**src/rtl/pipe_acc16_loader.sv**
```systemverilog
// Byte-stream program loader for the pipeAcc16 core: framed big-endian word
// writes into the unified memory image, then releases the core on a run command.
module pipe_acc16_loader #(
   parameter int L_INS = 401,
   parameter int L_TOT = 1024,
   parameter int AW    = 10
) (
   input  logic          clk1,
   input  logic          rst,
   input  logic          in_valid,
   input  logic [7:0]    in_data,
   output logic          in_ready,
   output logic          mem_we,
   output logic [AW-1:0] mem_addr,
   output logic [15:0]   mem_wdata,
   output logic          core_run,
   output logic          load_done,
   output logic          err,
   output logic [AW-1:0] words_loaded
);

   if (L_INS > L_TOT) begin : g_bad_param
      $error("instruction region larger than memory");
   end

   typedef enum logic [3:0] {
      IDLE, ADDR_H, ADDR_L, CNT_H, CNT_L, DAT_H, DAT_L, CHK, RUN, ERR
   } state_t;

   localparam logic [7:0] CMD_LOAD = 8'hA5;
   localparam logic [7:0] CMD_RUN  = 8'h5A;
   localparam logic [AW:0] TOT     = (AW+1)'(L_TOT);

   state_t        state, state_nx;
   logic [AW-1:0] start, cnt, idx;
   logic [7:0]    chk, dat_h;
   logic          acc, over, last;
   logic [AW:0]   end_addr;

   assign acc      = in_valid && in_ready;
   // CNT_L is still on in_data when the bound is checked
   assign end_addr = {1'b0, start} + {1'b0, cnt[AW-1:8], in_data};
   assign over     = end_addr > TOT;
   assign last     = ({1'b0, idx} + 1'b1) == {1'b0, cnt};

   always_ff @(posedge clk1 or negedge rst) begin
      if (!rst) state <= IDLE;
      else      state <= state_nx;
   end

   always_comb begin
      state_nx = state;
      if (acc) begin
         case (state)
            IDLE:    if (in_data == CMD_LOAD)     state_nx = ADDR_H;
                     else if (in_data == CMD_RUN) state_nx = RUN;
            ADDR_H:  state_nx = ADDR_L;
            ADDR_L:  state_nx = CNT_H;
            CNT_H:   state_nx = CNT_L;
            CNT_L:   if (over) state_nx = ERR;
                     else if ({cnt[AW-1:8], in_data} == '0) state_nx = CHK;
                     else state_nx = DAT_H;
            DAT_H:   state_nx = DAT_L;
            DAT_L:   state_nx = last ? CHK : DAT_H;
            CHK:     state_nx = (in_data == chk) ? IDLE : ERR;
            default: state_nx = state;
         endcase
      end
   end

   always_comb begin
      in_ready = 1'b1;
      if (state == RUN || state == ERR) in_ready = 1'b0;
   end

   always_ff @(posedge clk1 or negedge rst) begin
      if (!rst) begin
         start        <= '0;
         cnt          <= '0;
         idx          <= '0;
         chk          <= '0;
         dat_h        <= '0;
         mem_we       <= 1'b0;
         mem_addr     <= '0;
         mem_wdata    <= '0;
         core_run     <= 1'b0;
         load_done    <= 1'b0;
         err          <= 1'b0;
         words_loaded <= '0;
      end else begin
         mem_we    <= 1'b0;
         load_done <= 1'b0;
         if (acc) begin
            case (state)
               IDLE: begin
                  if (in_data == CMD_LOAD) begin
                     words_loaded <= '0;
                     chk          <= '0;
                     idx          <= '0;
                  end
                  if (in_data == CMD_RUN) core_run <= 1'b1;
               end
               ADDR_H: begin
                  start[AW-1:8] <= in_data[AW-9:0];
                  chk           <= chk ^ in_data;
               end
               ADDR_L: begin
                  start[7:0] <= in_data;
                  chk        <= chk ^ in_data;
               end
               CNT_H: begin
                  cnt[AW-1:8] <= in_data[AW-9:0];
                  chk         <= chk ^ in_data;
               end
               CNT_L: begin
                  cnt[7:0] <= in_data;
                  chk      <= chk ^ in_data;
                  if (over) err <= 1'b1;
               end
               DAT_H: begin
                  dat_h <= in_data;
                  chk   <= chk ^ in_data;
               end
               DAT_L: begin
                  chk          <= chk ^ in_data;
                  mem_we       <= 1'b1;
                  mem_addr     <= start + idx;
                  mem_wdata    <= {dat_h, in_data};
                  words_loaded <= words_loaded + 1'b1;
                  idx          <= idx + 1'b1;
               end
               CHK: begin
                  if (in_data == chk) load_done <= 1'b1;
                  else                err       <= 1'b1;
               end
               default: ;
            endcase
         end
      end
   end

endmodule

```
**config.mk**
```make
export PLATFORM = sky130hd
export DESIGN_NAME = pipe_acc16_loader
export DESIGN_NICKNAME = d
export VERILOG_FILES = /design/src/rtl/pipe_acc16_loader.sv
export SDC_FILE = /design/constraint.sdc
export NUM_CORES = 1
export LEC_CHECK = 0
export CELL_PAD_IN_SITES_DETAIL_PLACEMENT = 2
export CELL_PAD_IN_SITES_GLOBAL_PLACEMENT = 2
export CORE_ASPECT_RATIO = 1.2
export CORE_MARGIN = 3
export CORE_UTILIZATION = 30
export DETAILED_ROUTE_END_ITERATION = 12
export GPL_TIMING_DRIVEN = 0
export PLACE_DENSITY = 0.78
export SLEW_MARGIN = 20
export SYNTH_ARGS = -nofsm -noshare
export SYNTH_HDL_FRONTEND = slang
export SYNTH_SLANG_ARGS = --single-unit
```
**constraint.sdc**
```tcl
create_clock -name clk1 -period 3.6 [get_ports clk1]
set_clock_uncertainty 0.1 [all_clocks]
set_input_delay 0.36 -clock clk1 [delete_from_list [all_inputs] [get_ports clk1]]
set_output_delay 0.36 -clock clk1 [all_outputs]
set_load 0.005 [all_outputs]
```
Run 1, port wiring:
The bar under the picture is 50 um long.
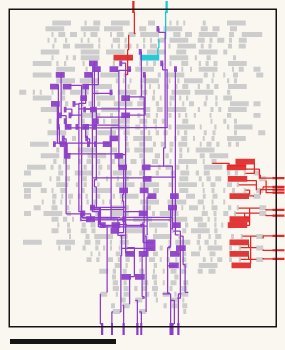
| port | colour | direction | edge | end cells | buffers | wire |
|---|---|---|---|---|---|---|
| in_data | purple | input | bottom | 70 | 16 | 1910 um |
| mem_we | cyan | output | top | 1 | 1 | 22.9 um |
| mem_addr | red | output | 9 right, 1 top | 10 | 10 | 225 um |
num ports: 52
Port Buf Inserts: 51

Run 1, cell area per tile:
The bar under the picture is 50 um long. The die is cut into 13 by 15 equal tiles; white is low, dark blue is high, 0 to 100% covered.
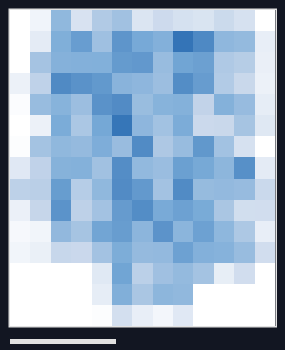
emptiest ninth of the die: bottom left
mean over tiles: 32%
fullest tile: 73%
densest ninth of the die: middle
nearly empty tiles: 15%
fp_density: 31.0%
final core utilization: 37.7%

Run 1, placement view:
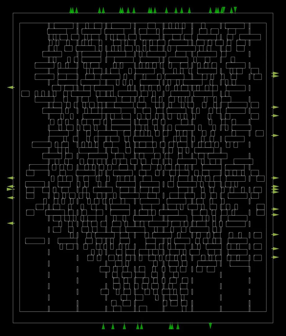
# rows: 51
Flops: 90
core footprint: 0.0165 sq mm
tapcell count: 212

==> results.sh, run 1 <==
# flow metrics
export IMPL_place_inst=831
export IMPL_finalHoldViolCount=0
export IMPL_slew_violations=0
export IMPL_min_period_ns=3.22
export IMPL_cts_sink_count=90
export IMPL_drt_wirelength_per_cell_um=19.1
export IMPL_cp_arrival_ns=3.36
export IMPL_antenna_found_initial=0
export IMPL_synth_top_cell_area_share_pct=44.1
export IMPL_crit_path_start="in_data[1]"
export IMPL_post_cts_resized=0
export IMPL_logic_area_sq_mm=0.00269
export IMPL_worstPathMaxFanout=9
export IMPL_num_nonclk_inverters=14
export IMPL_yosys_cell_count_top_type="nand2_1"
export IMPL_num_nets_final=665
export IMPL_cpPeakStageDelay_ns=0.54
export IMPL_setup_tns_ns=0
export IMPL_die_size_y_um=149
export IMPL_cpLargestDelayFamily="AND-OR/OR-AND gates"
export IMPL_seq_share_pct=36.3
export IMPL_ys_sh_mux_pct=6.15
export IMPL_holdBufCountCts=1
export IMPL_cp_end_kind="flop"
export IMPL_met1_usage_pct=21.3
export IMPL_synth_stat_cells=567
export IMPL_grt_pass1_wl_mm=26.8
export IMPL_ir_drop_mv=0.214
export IMPL_first_pass_iters=4
export IMPL_wirelength_mm=16.2
export IMPL_fillers=1845
export IMPL_clk_share_pct=4.53
export IMPL_die_area_sq_mm=0.0186
export IMPL_yosys_top_cells_area="dfrtp_1, nand2_1, o21ai_0"
export IMPL_setup_viol=0
export IMPL_final_nonclk_buf_share_pct=10.8
export IMPL_status="finished clean"
export IMPL_grt_util_met2_pct=33.6
export IMPL_finalPower_mw=3.96
export IMPL_hpwl_mm=12.1
export IMPL_cp_num_cells=11
-- run 1: cells in the final DEF, fill, tap and decap left out, types with 7 or more instances in the layout --
cell type        netlist  routed
a21oi_1               10      10
nor2_1                32      32
nand3_1               21      21
dfrtp_1               90      90
nand2_1              117     117
clkbuf_16              0       9
nor3_1                 8       8
clkbuf_1              25      26
and3_1                 9       9
xnor2_1                8       8
clkdlybuf4s50_1        0      50
xor2_1                19      19
inv_1                 14      14
ha_1                  21      21
o21ai_0               62      62
o31ai_1                7       7
mux2_2                27      27
-- run 1: report_power, final --
part / switching, mW / internal (mW) / leakage [nW] / total [mW]
registers: 0.265 / 1.35 / 1.18 / 1.61
logic: 0.714 / 0.715 / 1.38 / 1.43
clock network: 0.422 / 0.491 / 0.136 / 0.914
Run 1, sequential cells grouped by signal name:
The bar under the picture is 50 um long. Other sequential cells in the stronger grey, the rest of the logic in the fainter grey.
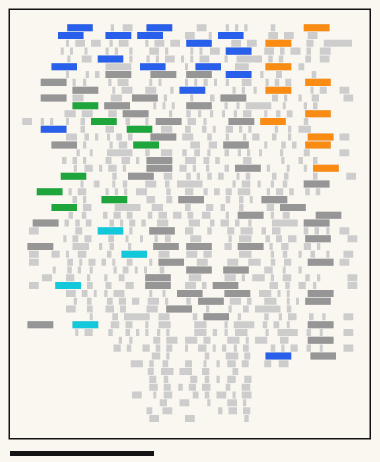

## Run 2: what changed since run 1
--- a/config.mk
+++ b/config.mk
@@ -5,14 +5,14 @@
 export SDC_FILE = /design/constraint.sdc
 export NUM_CORES = 1
 export LEC_CHECK = 0
-export CELL_PAD_IN_SITES_DETAIL_PLACEMENT = 2
-export CELL_PAD_IN_SITES_GLOBAL_PLACEMENT = 2
+export CELL_PAD_IN_SITES_DETAIL_PLACEMENT = 0
+export CELL_PAD_IN_SITES_GLOBAL_PLACEMENT = 1
 export CORE_ASPECT_RATIO = 1.2
 export CORE_MARGIN = 3
 export CORE_UTILIZATION = 30
 export DETAILED_ROUTE_END_ITERATION = 12
 export GPL_TIMING_DRIVEN = 0
-export PLACE_DENSITY = 0.78
+export PLACE_DENSITY = 0.67
 export SLEW_MARGIN = 20
 export SYNTH_ARGS = -nofsm -noshare
 export SYNTH_HDL_FRONTEND = slang
Run 2, sequential cells grouped by signal name:
The bar under the picture is 50 um long. Other sequential cells in the stronger grey, the rest of the logic in the fainter grey.
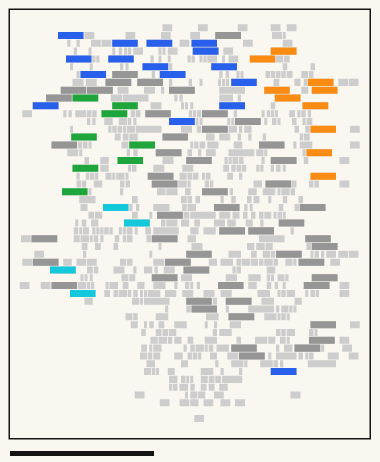
| netlist name | colour | sequential cells |
|---|---|---|
| state | cyan | 4 |
| mem_wdata | blue | 16 |
| words_loaded | orange | 10 |
| chk | green | 8 |
not coloured: 52
Seq area share: 36.2%
P_seq: 1.60 mW
Register Area: 0.00225 sq mm
final core utilization: 37.8%

==> results.sh, run 2 <==
# flow metrics
export IMPL_status="finished clean"
export IMPL_internal_power_mw=2.56
export IMPL_min_period_ns=3.14
export IMPL_lay_top_cells="nand2_1, dfrtp_1, o21ai_0, clkdlybuf4s50_1, nor2_1"
export IMPL_switching_share_pct=34.8
export IMPL_grt_pass1_wl_mm=22.1
export IMPL_cts_sink_count=90
export IMPL_setup_tns_ns=0
export IMPL_row_count=51
export IMPL_place_inst=831
export IMPL_seqPwrFrac_pct=40.7
export IMPL_synth_stat_cells=567
export IMPL_whs_path_depth=2
export IMPL_yosys_top_cells_area="dfrtp_1, nand2_1, o21ai_0"
export IMPL_grtUsageTotal_pct=14.8
export IMPL_place_ws_ns=0.0296
export IMPL_num_nets_final=665
export IMPL_cp_arrival_ns=3.27
export IMPL_holdWs_ns=0.372
export IMPL_ios=52
export IMPL_slew_violations=0
export IMPL_hpwl_mm=9.95
export IMPL_ir_drop_mv=0.263
export IMPL_wirelength_mm=13.6
export IMPL_dpl_cell_area_sq_mm=0.00591
export IMPL_cp_end_kind="flop"
export IMPL_cp_num_cells=11
export IMPL_grt_util_met2_pct=25.9
export IMPL_first_pass_iters=4
export IMPL_met1_usage_pct=18.8
export IMPL_fp_util_pct=31.0
export IMPL_top_area_cell="dfrtp_1"
export IMPL_yosys_cell_count_top_type="nand2_1"
export IMPL_p_clk_share_pct=24.2
export IMPL_lay_top_count="nand2_1"
export IMPL_fillers=1702
export IMPL_largest_register_ffs=16
export IMPL_combinationalPower_mw=1.38
export IMPL_finalPower_mw=3.93
export IMPL_cpLargestDelayFamily="AND-OR/OR-AND gates"
export IMPL_core_region_area_sq_mm=0.0165
export IMPL_power_leader="sequential cells"
export IMPL_synth_top_cell_area_share_pct=44.1
export IMPL_cpPeakStageDelay_ns=0.54
export IMPL_die_area_sq_mm=0.0186
export IMPL_p_sw_mw=1.37
export IMPL_logic_area_sq_mm=0.00269
export IMPL_portBuffers=51
export IMPL_antenna_found_initial=0
export IMPL_worstPathMaxFanout=9
export IMPL_crit_path_start="in_data[1]"
export IMPL_setup_viol=0
export IMPL_finalHoldViolCount=0
export IMPL_power_per_cell_area_mw_per_mm2=631
export IMPL_tool_warnings=26
export IMPL_p_clk_mw=0.949
[run 2: cell types whose count changed in the layout (fill, tap and decap cells not counted), sizes merged]
cell    delta
inv        +2
clkinv     -1
clkbuf     -1
[run 2: repair_timing]
action / in CTS / in global routing
hold endpoints to repair: 39 / 0
hold buffers: 1 / 0
setup buffers: 0 / 0
resized: 0 / 0
[run 2: final cells by class]
type                    instances  share of cell area [%]
flip-flops and latches         90                    36.2
well taps                     212                    4.26
plain buffers                  30                    1.99
clock buffers                  10                    3.84
clock inverters                 6                   0.944
repair buffers                 53                    8.82
multi-input cells             433                    43.1
inverters                      14                   0.844
Run 2, cell area per tile:
The bar under the picture is 50 um long. The die is cut into 13 by 15 equal tiles; white is low, dark blue is high, 0 to 100% covered.
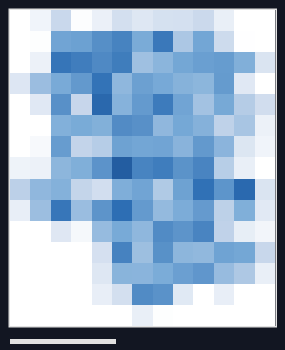

## Run 3: what changed since run 2
--- a/config.mk
+++ b/config.mk
@@ -13,7 +13,6 @@
 export DETAILED_ROUTE_END_ITERATION = 12
 export GPL_TIMING_DRIVEN = 0
 export PLACE_DENSITY = 0.67
-export SLEW_MARGIN = 20
 export SYNTH_ARGS = -nofsm -noshare
 export SYNTH_HDL_FRONTEND = slang
 export SYNTH_SLANG_ARGS = --single-unit
Run 3, cell area per tile:
The bar under the picture is 50 um long. The die is cut into 13 by 15 equal tiles; white is low, dark blue is high, 0 to 100% covered.
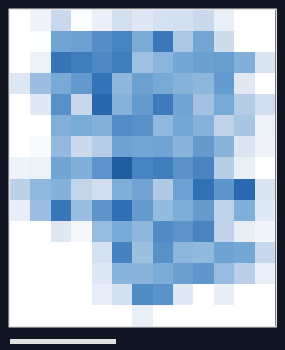
emptiest ninth of the die: bottom left
tiles over 75% full: 2.1%
densest ninth of the die: middle
mean over tiles: 32%
nearly empty tiles: 23%
final core utilization: 37.8%

==> results.sh, run 3 <==
# flow metrics
export IMPL_post_cts_setup_buffers=0
export IMPL_place_ws_ns=0.0296
export IMPL_min_period_ns=3.14
export IMPL_cts_sink_count=90
export IMPL_combinationalPower_mw=1.37
export IMPL_dpl_cell_area_sq_mm=0.00591
export IMPL_logic_area_sq_mm=0.00268
export IMPL_crit_path_start="in_data[1]"
export IMPL_finalHoldViolCount=0
export IMPL_p_sw_mw=1.36
export IMPL_viasPerCell=5.05
export IMPL_cp_num_cells=11
export IMPL_start_kind="primary input"
export IMPL_switching_share_pct=34.8
export IMPL_ff_count=90
export IMPL_synth_stat_cells=567
export IMPL_yosys_top_cells_area="dfrtp_1, nand2_1, o21ai_0"
export IMPL_largest_cell_class="logic gates"
export IMPL_yosys_cell_count_top_type="nand2_1"
export IMPL_cpLargestDelayFamily="AND-OR/OR-AND gates"
export IMPL_final_cell_count_no_fill=848
export IMPL_p_clk_mw=0.949
export IMPL_internal_power_mw=2.56
export IMPL_power_leader="sequential cells"
export IMPL_lay_top_cells="nand2_1, dfrtp_1, o21ai_0, clkdlybuf4s50_1, nor2_1"
export IMPL_area_sequential_sq_mm=0.00225
export IMPL_comb_cells=433
export IMPL_clockBufferCount=10
export IMPL_seq_share_pct=36.2
export IMPL_setup_tns_ns=0
export IMPL_fillers=1701
export IMPL_first_pass_iters=4
export IMPL_lay_top_count="nand2_1"
export IMPL_tool_warnings=26
export IMPL_num_nets_final=665
export IMPL_num_tap_cells=212
export IMPL_finalPower_mw=3.92
export IMPL_seqPwrFrac_pct=40.8
export IMPL_core_region_area_sq_mm=0.0165
export IMPL_portBuffers=51
export IMPL_worstSetupEndpoint="state[3]$_DFFE_PN0P_"
export IMPL_comb_share_pct=43.1
export IMPL_p_leak_nw=2.70
export IMPL_ir_drop_mv=0.264
export IMPL_ys_area_sq_mm=0.00511
export IMPL_synth_top_cell_area_share_pct=44.1
export IMPL_holdWs_ns=0.372
export IMPL_cp_end_kind="flop"
export IMPL_die_area_sq_mm=0.0186
export IMPL_setup_viol=0
export IMPL_row_count=51
export IMPL_ios=52
export IMPL_grt_pass1_wl_mm=22.1
export IMPL_htree_levels=3
export IMPL_clk_share_pct=4.79
export IMPL_final_nonclk_buf_share_pct=10.8
export IMPL_powerSeq_mw=1.60
export IMPL_grtUsageTotal_pct=14.8
export IMPL_num_nonclk_inverters=14
export IMPL_whs_path_depth=2
export IMPL_grt_pass1_vias=4124
export IMPL_netlist_instances=567
export IMPL_wirelength_mm=13.6
export IMPL_place_inst=831
export IMPL_antenna_found_initial=0
export IMPL_buffers=83
export IMPL_top_area_cell="dfrtp_1"
export IMPL_largest_register_ffs=16
export IMPL_r2r_start="start[0]$_DFFE_PN0P_"
export IMPL_fmax_mhz=319
export IMPL_status="finished clean"
export IMPL_cpPeakStageDelay_ns=0.54
export IMPL_worst_path_max_delay_cell="clkdlybuf4s50_1"
-- run 3: layer usage --
layer  track usage [%]  up-vias  share of wire, %
met5                 0        -                 0
met4              3.85        0               1.3
met3              2.90       12               3.2
met2              25.9       75                51
met1              18.8     2072                45
li1                  -     2123                 -
-- run 3: cells by family (layout without fill, tap and decap cells) --
kind of cell / after synthesis / count (layout) / synth area share, %
simple gates: 230 / 230 / 20.6
compound gates: 125 / 125 / 15.2
flops: 90 / 90 / 44.1
buf+inv: 44 / 113 / 3.45
mux: 28 / 28 / 6.15
xor+xnor: 27 / 27 / 4.63
fa+ha+maj: 23 / 23 / 5.93
-- run 3: timing repair --
action                     in CTS  in global routing
hold buffers                    1                  0
hold endpoints to repair       39                  0
setup endpoints to repair       0                  0
Power figures rest on the tool's default switching activity, not on a simulated workload.
